==> config.mk <==
export PLATFORM = sky130hd
export DESIGN_NAME = alu_sequencer
export DESIGN_NICKNAME = d
export VERILOG_FILES = /design/src/rtl/alu_sequencer.sv
export SDC_FILE = /design/constraint.sdc
export NUM_CORES = 1
export LEC_CHECK = 0
export CAP_MARGIN = 20
export CORE_ASPECT_RATIO = 1.1
export CORE_MARGIN = 1
export CORE_UTILIZATION = 47
export DETAILED_ROUTE_END_ITERATION = 6
export PLACE_DENSITY = 0.8
export SLEW_MARGIN = 30
export SYNTH_ARGS = -nofsm -noshare
export SYNTH_HDL_FRONTEND = slang
export SYNTH_SLANG_ARGS = --single-unit
==> constraint.sdc <==
create_clock -name clk -period 1.95 [get_ports clk]
set_input_delay 0.585 -clock clk [delete_from_list [all_inputs] [get_ports clk]]
set_output_delay 0.585 -clock clk [all_outputs]
set_load 0.01 [all_outputs]
==> src/rtl/alu_sequencer.sv <==
// Sequences 32-bit requests onto an external 16-bit combinational ALU.
// ADD32 takes three passes: low half, high half, then folding the low carry into the high sum.
module alu_sequencer (
    input  logic        clk,
    input  logic        rst_n,
    input  logic        req_valid,
    output logic        req_ready,
    input  logic [3:0]  req_op,
    input  logic [31:0] req_a,
    input  logic [31:0] req_b,
    output logic [15:0] alu_a,
    output logic [15:0] alu_b,
    output logic [2:0]  alu_op,
    input  logic [15:0] alu_out,
    input  logic        carry_out,
    input  logic        overflow,
    output logic        rsp_valid,
    input  logic        rsp_ready,
    output logic [31:0] rsp_data,
    output logic        rsp_carry,
    output logic        rsp_ovf,
    output logic        rsp_err
);

    typedef enum logic [2:0] {
        IDLE     = 3'd0,
        PASS_LO  = 3'd1,
        PASS_HI  = 3'd2,
        PASS_FIX = 3'd3,
        RESP     = 3'd4
    } state_t;

    localparam logic [2:0] ALU_ADD = 3'b010;

    state_t      state_reg, state_next;
    logic [3:0]  op_reg;
    logic [31:0] a_reg, b_reg;
    logic        c0_reg, c1_reg;
    logic [15:0] h_reg;
    logic [31:0] rsp_data_reg;
    logic        rsp_carry_reg, rsp_ovf_reg, rsp_err_reg;
    logic        is_add32;

    assign is_add32  = (op_reg == 4'd7);
    assign rsp_data  = rsp_data_reg;
    assign rsp_carry = rsp_carry_reg;
    assign rsp_ovf   = rsp_ovf_reg;
    assign rsp_err   = rsp_err_reg;

    always_ff @(posedge clk or negedge rst_n) begin
        if (!rst_n) begin
            state_reg <= IDLE;
        end else begin
            state_reg <= state_next;
        end
    end

    always_comb begin
        state_next = state_reg;
        req_ready  = 1'b0;
        rsp_valid  = 1'b0;
        alu_a      = 16'h0000;
        alu_b      = 16'h0000;
        alu_op     = 3'b000;
        case (state_reg)
            IDLE: begin
                req_ready = 1'b1;
                if (req_valid) begin
                    state_next = req_op[3] ? RESP : PASS_LO;
                end
            end
            PASS_LO: begin
                alu_a      = a_reg[15:0];
                alu_b      = b_reg[15:0];
                // ADD32 is the only legal op whose low bits are 111
                alu_op     = is_add32 ? ALU_ADD : op_reg[2:0];
                state_next = is_add32 ? PASS_HI : RESP;
            end
            PASS_HI: begin
                alu_a      = a_reg[31:16];
                alu_b      = b_reg[31:16];
                alu_op     = ALU_ADD;
                state_next = PASS_FIX;
            end
            PASS_FIX: begin
                alu_a      = h_reg;
                alu_b      = {15'b0, c0_reg};
                alu_op     = ALU_ADD;
                state_next = RESP;
            end
            RESP: begin
                rsp_valid = 1'b1;
                if (rsp_ready) begin
                    state_next = IDLE;
                end
            end
            default: state_next = IDLE;
        endcase
    end

    always_ff @(posedge clk or negedge rst_n) begin
        if (!rst_n) begin
            op_reg        <= 4'h0;
            a_reg         <= 32'h0;
            b_reg         <= 32'h0;
            c0_reg        <= 1'b0;
            c1_reg        <= 1'b0;
            h_reg         <= 16'h0;
            rsp_data_reg  <= 32'h0;
            rsp_carry_reg <= 1'b0;
            rsp_ovf_reg   <= 1'b0;
            rsp_err_reg   <= 1'b0;
        end else begin
            case (state_reg)
                IDLE: begin
                    if (req_valid) begin
                        op_reg        <= req_op;
                        a_reg         <= req_a;
                        b_reg         <= req_b;
                        rsp_data_reg  <= 32'h0;
                        rsp_carry_reg <= 1'b0;
                        rsp_ovf_reg   <= 1'b0;
                        rsp_err_reg   <= req_op[3];
                    end
                end
                PASS_LO: begin
                    if (is_add32) begin
                        rsp_data_reg[15:0] <= alu_out;
                        c0_reg             <= carry_out;
                    end else begin
                        rsp_data_reg  <= {16'h0000, alu_out};
                        rsp_carry_reg <= (op_reg == 4'd2) & carry_out;
                        rsp_ovf_reg   <= ((op_reg == 4'd2) || (op_reg == 4'd3)) & overflow;
                    end
                end
                PASS_HI: begin
                    h_reg  <= alu_out;
                    c1_reg <= carry_out;
                end
                PASS_FIX: begin
                    // carry can come from either the high-half add or the low-carry fold, never both
                    rsp_data_reg[31:16] <= alu_out;
                    rsp_carry_reg       <= c1_reg | carry_out;
                    rsp_ovf_reg         <= (a_reg[31] == b_reg[31]) && (alu_out[15] != a_reg[31]);
                end
                default: ;
            endcase
        end
    end

endmodule
Fig. 1: selected gate families
The bar under the picture is 20 um long.
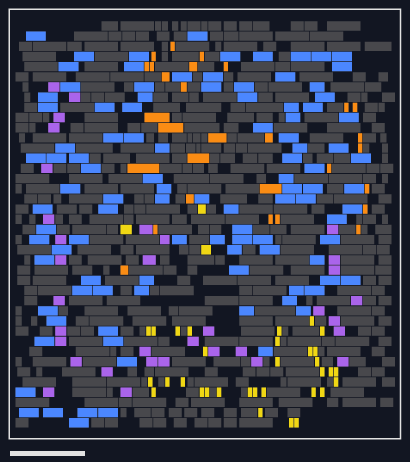
mux cells -> blue  # cells 103, most used mux2_4, where all over the die
nor cells -> orange  # cells 29, most used nor2_1
nand cells -> yellow  # cells 35, most used nand2_1
non-inverting ao/oa cells -> purple  # cells 34, most used a22o_1

Fig. 2: M3 wires
Cells faint in the background.
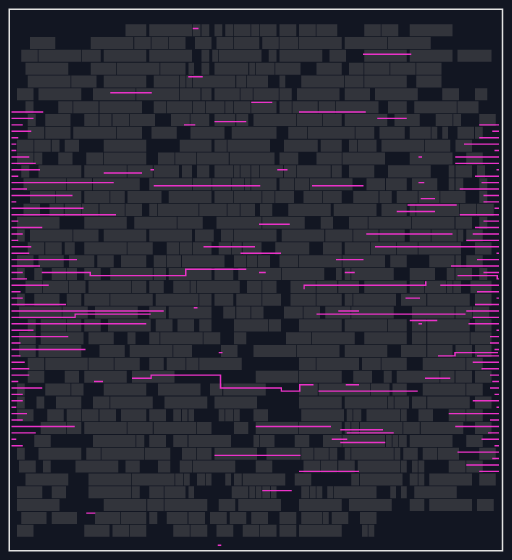
longest straight run = 32.0 um
wire length on this layer = 1060 um

Fig. 3: routing congestion
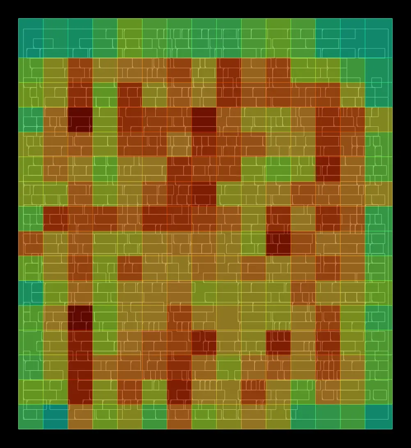
GR Util met1: 32.3%
WL/cell: 22.5 um

Fig. 4: routed clock nets over the placement
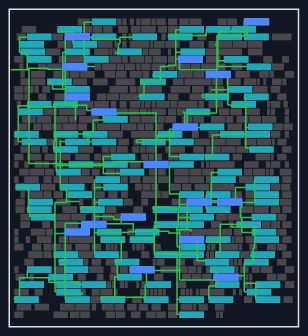
flip-flops -> cyan  # count 123
clock wires -> green  # length 1550 um
clock-net drivers -> blue  # count 17
flops lie = all over the die

-- through the flow --
| stage | setup TNS (ns) | std cells | hold WS [ns] |
|---|---|---|---|
| final | -18.68 | 784 | 0.246 |
| after global routing | -24.30 | 784 | 0.328 |
| after CTS | -17.67 | 765 | 0.310 |
| after detailed placement | -16.39 | 716 | 0.468 |
| after global placement | -14.65 | 716 | 0.467 |
| after floorplan | 0 | 404 | 0.289 |
-- layer usage --
metal	GRT usage [%]	up-vias
li1	-	1896
met1	32.3	2263
met2	46.4	197
met3	8.37	20
met4	7.24	0
met5	0	-
-- cell families after synthesis --
family	share of synthesized area, %
compound gates	10.6
buf+inv	4.19
flops	57.0
mux	21.5
simple gates	6.76
==> flow_summary_export.csv <==
group,metric,value,unit
yosys,syn-instance-count,404,
yosys,synth_cell_types,37,
critical_path,crit_fanout,5,
power_and_ir_drop,swShare,31.9,%
critical_path,slowest_delay,0.42,ns
cells_and_area,register_area,0.00308,mm2
critical_path,path_cells,"buf_6 -> buf_8 -> buf_4 -> mux2_4 -> a22oi_2 -> nor2_1 -> buf_2",
grt,grt-ovfl-total,0,
yosys,flop_cell,"dfrtp_1",
yosys,ys_seq_share,57.0,%
power_and_ir_drop,clockPowerShare,23.1,%
power_and_ir_drop,power.switching,4040,uW
cells_and_area,post-route-util,79.5,%
detailed_routing,num_vias,4376,
die,die-width,104,um
yosys,top_cell_area_share,57.0,%
cells_and_area,buffers,230,
power_and_ir_drop,p_per_area,1440,mW/mm2
yosys,yosys_warnings,0,
die,ioPinCount,162,
timing,maxClockFrequency,0.407,GHz
cells_and_area,clock_tree_area_fraction,6.29,%
critical_path,r2r_start,"state_reg[0]",
timing,finalSetupViolations,111,
timing,maxSlewViolCount,0,
critical_path,r2r_cells,8,
clock_tree,post-cts-setup-buffers,15,
cells_and_area,dominant_cells,"flip-flops and latches",
clock_tree,clkLatencyLatePin,0.41,ns
clock_tree,clock-sinks,123,
clock_tree,cts_max_level,4,
die,tap_cells,147,
detailed_routing,wirelength,17600,um
critical_path,cp.depth,7,
detailed_routing,first_pass_iters,5,
critical_path,critPathCaptureType,"output pin",
run_status,violations,"setup timing",
die,fp_util,48.8,%
critical_path,worstPathRequired,1.36,ns
power_and_ir_drop,p_leak,0.00415,uW
yosys,top_cells_by_count,"dfrtp_1, mux2_2, nand2_1",
cells_and_area,layout.area.comb,0.00256,mm2
place,place.gp.congestion,0.794,
place,io_buffers,161,
cells_and_area,seq_share,35.1,%
power_and_ir_drop,power-top-group,"combinational logic",
grt,grt_pass1_vias,4550,
cells_and_area,drive_gt1_share,41.6,%
critical_path,critPathLaunch,"state_reg[1]",
grt,grt_pass1_wl,24100,um
power_and_ir_drop,pg_clk,2930,uW
power_and_ir_drop,p_int,8630,uW
critical_path,cp_slowest_cell,"dfrtp_1",
hold_path,worstHoldPathType,"in2async",
die,die_y,114,um
power_and_ir_drop,powerSeq,4410,uW
timing,slew_headroom,55.7,%
timing,setup_ws,-0.506,ns
critical_path,worstPathBufferInverterCount,4,
run_status,outcome,"finished, violations left",
detailed_routing,drtIter0Drc,224,
Power and IR drop assume default switching activity.
